**Run 1: routing congestion map**

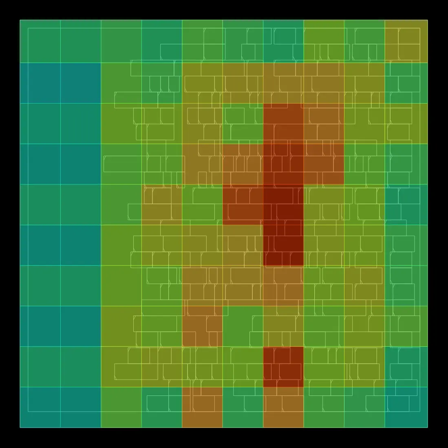
**Run 1: gate families picked out**

Scale: 6 px per µm.
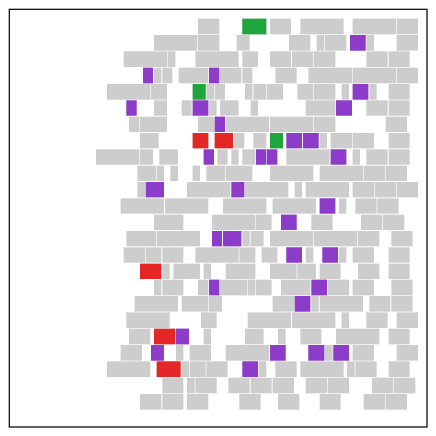
**Run 1: placed cells, one colour a class**

Scale: 6 px per µm. Fill, decap, tap and diode cells in grey.
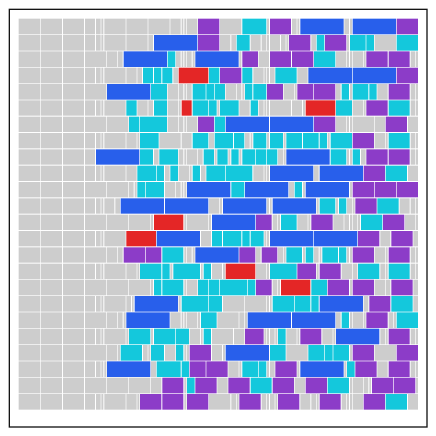
## src/rtl/layer_lane_scheduler_pkg.sv

```systemverilog
// rtl/layer_lane_scheduler_pkg.sv - shared state type and counter width helper
package layer_lane_scheduler_pkg;

  typedef enum logic {
    LOAD  = 1'b0,
    DRAIN = 1'b1
  } state_t;

  // Width needed to count 0..range_val-1, never less than one bit.
  function automatic int cnt_width(input int range_val);
    return (range_val > 1) ? $clog2(range_val) : 1;
  endfunction

endpackage

```

## src/rtl/layer_lane_scheduler_lane_fork.sv

```systemverilog
// rtl/layer_lane_scheduler_lane_fork.sv - eager broadcast fork; each lane may take the word in a different cycle
module layer_lane_scheduler_lane_fork #(
  parameter int P = 2
) (
  input  logic         clk,
  input  logic         reset,
  input  logic         enable,
  input  logic         s_valid,
  input  logic [P-1:0] lane_ready,
  output logic [P-1:0] lane_valid,
  output logic         s_ready
);

  // acc[i] marks lanes that already took the current word.
  logic [P-1:0] acc;

  assign lane_valid = {P{enable && s_valid}} & ~acc;
  assign s_ready    = enable && (&(acc | lane_ready));

  always_ff @(posedge clk) begin
    if (reset) begin
      acc <= '0;
    end else if (s_valid && s_ready) begin
      acc <= '0;
    end else begin
      acc <= acc | (lane_valid & lane_ready);
    end
  end

endmodule

```

## src/rtl/layer_lane_scheduler.sv

```systemverilog
// rtl/layer_lane_scheduler.sv - broadcasts input frames to P lanes, then drains results round-robin
module layer_lane_scheduler
  import layer_lane_scheduler_pkg::*;
#(
  parameter int W = 16,
  parameter int N = 8,
  parameter int M = 16,
  parameter int P = 2
) (
  input  logic           clk,
  input  logic           reset,
  input  logic           s_valid,
  output logic           s_ready,
  input  logic [W-1:0]   s_data,
  output logic [P-1:0]   lane_valid,
  input  logic [P-1:0]   lane_ready,
  output logic [W-1:0]   lane_data,
  input  logic [P-1:0]   lane_out_valid,
  output logic [P-1:0]   lane_out_ready,
  input  logic [P*W-1:0] lane_out_data,
  output logic           m_valid,
  input  logic           m_ready,
  output logic [W-1:0]   m_data,
  output logic           busy,
  output logic           frame_done
);

  localparam int IW = cnt_width(N);
  localparam int CW = cnt_width(M + 1);
  localparam int PW = cnt_width(P);

  state_t        state;
  logic [IW-1:0] in_cnt;
  logic [CW-1:0] pop_cnt;
  logic [CW-1:0] out_cnt;
  logic [PW-1:0] ptr;

  logic          accept;
  logic          pop;
  logic          m_fire;
  logic          sel_valid;
  logic [W-1:0]  sel_data;

  layer_lane_scheduler_lane_fork #(
    .P(P)
  ) u_lane_fork (
    .clk        (clk),
    .reset      (reset),
    .enable     (state == LOAD),
    .s_valid    (s_valid),
    .lane_ready (lane_ready),
    .lane_valid (lane_valid),
    .s_ready    (s_ready)
  );

  assign accept    = s_valid && s_ready;
  assign lane_data = s_data;
  assign busy      = (state == DRAIN);
  assign m_fire    = m_valid && m_ready;

  // Only the pointed lane is ever looked at, so results cannot be reordered.
  always_comb begin
    sel_valid = 1'b0;
    sel_data  = '0;
    for (int i = 0; i < P; i++) begin
      if (ptr == PW'(i)) begin
        sel_valid = lane_out_valid[i];
        sel_data  = lane_out_data[i*W +: W];
      end
    end
  end

  assign pop = (state == DRAIN) && sel_valid && (!m_valid || m_ready) && (pop_cnt < CW'(M));

  always_comb begin
    lane_out_ready = '0;
    for (int i = 0; i < P; i++) begin
      lane_out_ready[i] = pop && (ptr == PW'(i));
    end
  end

  always_ff @(posedge clk) begin
    if (reset) begin
      state      <= LOAD;
      in_cnt     <= '0;
      pop_cnt    <= '0;
      out_cnt    <= '0;
      ptr        <= '0;
      m_valid    <= 1'b0;
      m_data     <= '0;
      frame_done <= 1'b0;
    end else begin
      frame_done <= 1'b0;
      case (state)
        LOAD: begin
          if (accept) begin
            if (in_cnt == IW'(N - 1)) begin
              in_cnt <= '0;
              state  <= DRAIN;
            end else begin
              in_cnt <= in_cnt + 1'b1;
            end
          end
        end
        DRAIN: begin
          if (pop) begin
            m_data  <= sel_data;
            m_valid <= 1'b1;
            ptr     <= (ptr == PW'(P - 1)) ? '0 : ptr + 1'b1;
            pop_cnt <= pop_cnt + 1'b1;
          end else if (m_fire) begin
            m_valid <= 1'b0;
          end
          // The final handshake can never coincide with a pop, as pop_cnt is already M.
          if (m_fire) begin
            if (out_cnt == CW'(M - 1)) begin
              out_cnt    <= '0;
              pop_cnt    <= '0;
              ptr        <= '0;
              state      <= LOAD;
              frame_done <= 1'b1;
            end else begin
              out_cnt <= out_cnt + 1'b1;
            end
          end
        end
      endcase
    end
  end

endmodule

```

## config.mk

```make
export PLATFORM = sky130hd
export DESIGN_NAME = layer_lane_scheduler
export DESIGN_NICKNAME = d
export VERILOG_FILES = /design/src/rtl/layer_lane_scheduler_pkg.sv /design/src/rtl/layer_lane_scheduler_lane_fork.sv /design/src/rtl/layer_lane_scheduler.sv
export SDC_FILE = /design/constraint.sdc
export NUM_CORES = 1
export LEC_CHECK = 0
export CAP_MARGIN = 20
export CORE_UTILIZATION = 38
export CTS_CLUSTER_SIZE = 24
export DETAILED_ROUTE_END_ITERATION = 10
export PLACE_DENSITY = 0.79
export SLEW_MARGIN = 15
export SYNTH_ARGS = -nofsm -noshare
export SYNTH_HDL_FRONTEND = slang
export SYNTH_HIERARCHICAL = 1
export SYNTH_SLANG_ARGS = --single-unit
```

## constraint.sdc

```tcl
create_clock -name clk -period 2.5 [get_ports clk]
set_input_delay 0.5 -clock clk [delete_from_list [all_inputs] [get_ports clk]]
set_output_delay 0.5 -clock clk [all_outputs]
set_load 0.005 [all_outputs]
```

==> results.sh <==
# physical design summary
export IMPL_post_route_period_util_pct=96.0
export IMPL_synth_yosys_seq_area_share_pct=40.6
export IMPL_boundaryPins=96
export IMPL_slowest_delay_ps=460
export IMPL_ys_ff=35
export IMPL_setup_worst_path_class="in -> out"
export IMPL_cp_required_ps=2000
export IMPL_area_growth_pct=39.2
export IMPL_combPwrFrac_pct=10.4
export IMPL_grt_max_degree=24
export IMPL_clock_path_buffers=2
export IMPL_holdWs_ps=454
export IMPL_synth_top_area_share_pct=40.6
export IMPL_leakagePower_nw=0.862
export IMPL_logic_area_um2=831
export IMPL_crit_chain="clkdlybuf4s50_1, mux2i_1, or3_4, inv_4, ha_1, dlygate4sd2_1"
export IMPL_drv_cap=0
export IMPL_startpoint_type="primary input"
export IMPL_grt_busiest_layer="met2"
export IMPL_grt_overflow=0
export IMPL_n_antenna_cell=0
export IMPL_syn_num_nets=247
export IMPL_synthArstFlopShare_pct=0
export IMPL_crit_cells=6
export IMPL_fin_skew_ps=5.76
export IMPL_num_vias=1491
export IMPL_switchingPower_mw=0.228
export IMPL_rsz0062_at_grt="false"
export IMPL_clk_latency_ps=290
export IMPL_ys_area_um2=1730
export IMPL_grt_use_total_pct=16.3
export IMPL_layout_nets=301
export IMPL_ff2ff_setup_slack_ps=860
export IMPL_first_pass_iters=4
export IMPL_status="completed"
export IMPL_p_sw_share_pct=21.1
export IMPL_regArea_um2=701
export IMPL_cts_sinks=35
export IMPL_globalRouteMet3Util_pct=6.83
export IMPL_seq_power_share_pct=52.1
export IMPL_synthFlopType="dfxtp_1"
export IMPL_drv_slew=0
export IMPL_tightest_slew_ps=332
export IMPL_dieArea_um2=4810
export IMPL_fp_util_pct=39.6
export IMPL_synth_edff_count=0
export IMPL_final_min_clock_period_ps=2400
export IMPL_intPower_mw=0.854
export IMPL_htreeDepth=2
export IMPL_hold_path_class="reg -> reg"
export IMPL_cts_root_buf="clkbuf_8"
export IMPL_netlist_instances=185
export IMPL_endpoint_kind="primary output"
export IMPL_clkTransAtPathRegs_ps=60
export IMPL_hpwl_um=2800
export IMPL_wire_per_inst_um=12.9
export IMPL_slew_limit_headroom_pct=77.8
export IMPL_ys_cells=185
export IMPL_grt_pass1_vias=1401
export IMPL_use_met1_pct=18.3
export IMPL_critical_path_slowest_cell="clkdlybuf4s50_1"
export IMPL_io_buffers=63
export IMPL_log_warning_count=27
export IMPL_setup_tns_ps=0
export IMPL_clkPwrFrac_pct=37.6
export IMPL_drcViolationCount=0
export IMPL_setup_violations_final=0
export IMPL_vias_per_cell=5.12
export IMPL_wl_um=3750
export IMPL_antenna_left=0
export IMPL_hold_depth=2
export IMPL_routabilityCongestion=0.742
export IMPL_antenna_found_initial=0
export IMPL_drt_iter0_markers=92
export IMPL_top_cells_by_area="dfxtp_1 (41%), mux2i_1 (11%), buf_4 (7.4%)"
export IMPL_clock_fmax_ghz=0.417
export IMPL_ff2ff_path_depth=6
export IMPL_syn_area_per_cell_um2=9.33
export IMPL_power_density_nw_per_um2=451
export IMPL_nFillCells=394
export IMPL_ys_types=36
export IMPL_ys_warn_count=6
export IMPL_cts_hold_fix_buffers=0
export IMPL_syn_area_um2=1730
export IMPL_grt_pass1_wl_um=6190
export IMPL_largest_area_cell="dfxtp_1"
export IMPL_cts_buffers=5
export IMPL_dieHeight_um=69.4
export IMPL_hold_viol=0
## Picture notes: 'routing congestion map'
met2 Use GR: 26.5%
Util after Layout: 55.1%

## Picture notes: 'gate families picked out'
green -> and/or cells  # cells 3
purple -> aoi and oai cells  # cells 31
red -> non-inverting ao/oa cells  # cells 5
most frequent logic cell in the layout: clkdlybuf4s50_1
combinational share of cell area: 34.6%
non-filler cells, final: 291

## Picture notes: 'placed cells, one colour a class'
purple -> remaining buffers and delay cells  # cells 73, share of their area 30%
cyan -> remaining logic cells  # cells 124, share of their area 36%
red -> clock drivers and dummy loads  # cells 7, share of their area 3.7%
blue -> registers  # cells 35, share of their area 30%
design area: 2400 µm²
placement row count: 24
Core Area: 4350 µm²
Seq area share: 29.2%

## run 1: through the flow
stage | power (mW) | util (%) | setup slack, ps | instance area [µm²] | instances
after global placement | 0.688 | 53.1 | -221 | 2310 | 284
final | 1.08 | 55.1 | 101 | 2400 | 291
after detailed placement | 0.689 | 53.1 | -234 | 2310 | 284
after CTS | 1.10 | 55.1 | 104 | 2400 | 291
after floorplan | 0.627 | - | 450 | 1730 | 185
after global routing | 1.13 | 55.1 | 53.9 | 2400 | 291
## run 1: layout make-up
cell class	instances	share of cell area [%]
multi-input cells	121	34.6
flip-flops and latches	35	29.2
repair buffers	73	29.3
clock buffers	6	3.44
inverters	3	0.573
well taps	52	2.71
clock inverters	1	0.208
## run 1: final timing paths
check	startpoint	endpoint
worst max-delay path	lane_out_valid[1]	lane_out_ready[0]
worst min-delay path	out_cnt[4]	out_cnt[4]
worst max register to register	pop_cnt[4]	m_data[2]
worst min register to register	out_cnt[4]	out_cnt[4]
## run 1: metal layers
layer / wire length, µm / vias to the layer above
met5: 0 / -
met4: 80 / 0
met3: 361 / 8
met2: 1760 / 60
met1: 1550 / 664
li1: - / 759
## run 1: state kept, by name (all words and copies together), names as in the netlist
name and count:
u_lane_fork/acc 2, pop_cnt 5, m_data 16, ptr 1
out_cnt 5, frame_done 1, m_valid 1, in_cnt 3
busy 1
## run 1: synthesized netlist by cell type, types with 3 or more instances
cell type	n
a211oi_1	16
a21oi_1	7
a31oi_1	3
buf_4	17
buf_6	3
clkbuf_1	3
dfxtp_1	35
ha_1	6
mux2i_1	19
nand2_1	7
nand3_1	4
nand4_1	4
nor2_1	27
nor3_1	3
## run 1: cells in the final DEF (no fill, tap or decap), drive strengths merged, types with 2 or more instances in the layout
master and n:
clkdlybuf4s50 61, dfxtp 35, nor2 27, mux2i 19, a211oi 16, buf 10
nand2 7, a21oi 7, ha 6, clkbuf 6, nor3 5, nand3 4
nand4 4, a31oi 3, inv 3, nand2b 2, o21ai 2, nand3b 2
xor2 2, dlygate4sd2 2, o211a 2, or3 2
## run 1: logic make-up (layout without fill, tap and decap cells)
| logic type | Yosys count | in the layout | share of synthesized area (%) |
|---|---|---|---|
| xor gates and xnor gates | 3 | 3 | 1.52 |
| buffers and inverters | 29 | 83 | 11.5 |
| and+or+nand+nor | 57 | 57 | 16.1 |
| DFF | 35 | 35 | 40.6 |
| muxes | 19 | 19 | 11.0 |
| adders and majority gates | 6 | 6 | 4.35 |
| AOI/OAI and AO/OA | 36 | 36 | 14.9 |
## run 1: power groups by stage
stage               Clock, mW  Combinational, mW  Sequential, mW
detailed placement          0              0.113           0.576
finish                  0.406              0.112           0.564
CTS                     0.421              0.114           0.563
floorplan                   0             0.0513           0.575
global placement            0              0.112           0.576
global route            0.443              0.122           0.564
## run 1: worst register-to-register path: stages, from the launching register on
cell	delay, ps
dfxtp_1	320
nand2b_1	150
or3_4	420
inv_4	80
buf_4	240
nor2_1	90
a211oi_1	260
## run 1: repair_timing
action	CTS	global route
resized	3	0
endpoints found under the setup margin	2	0
buffers inserted	0	0
Power and IR drop assume default switching activity.
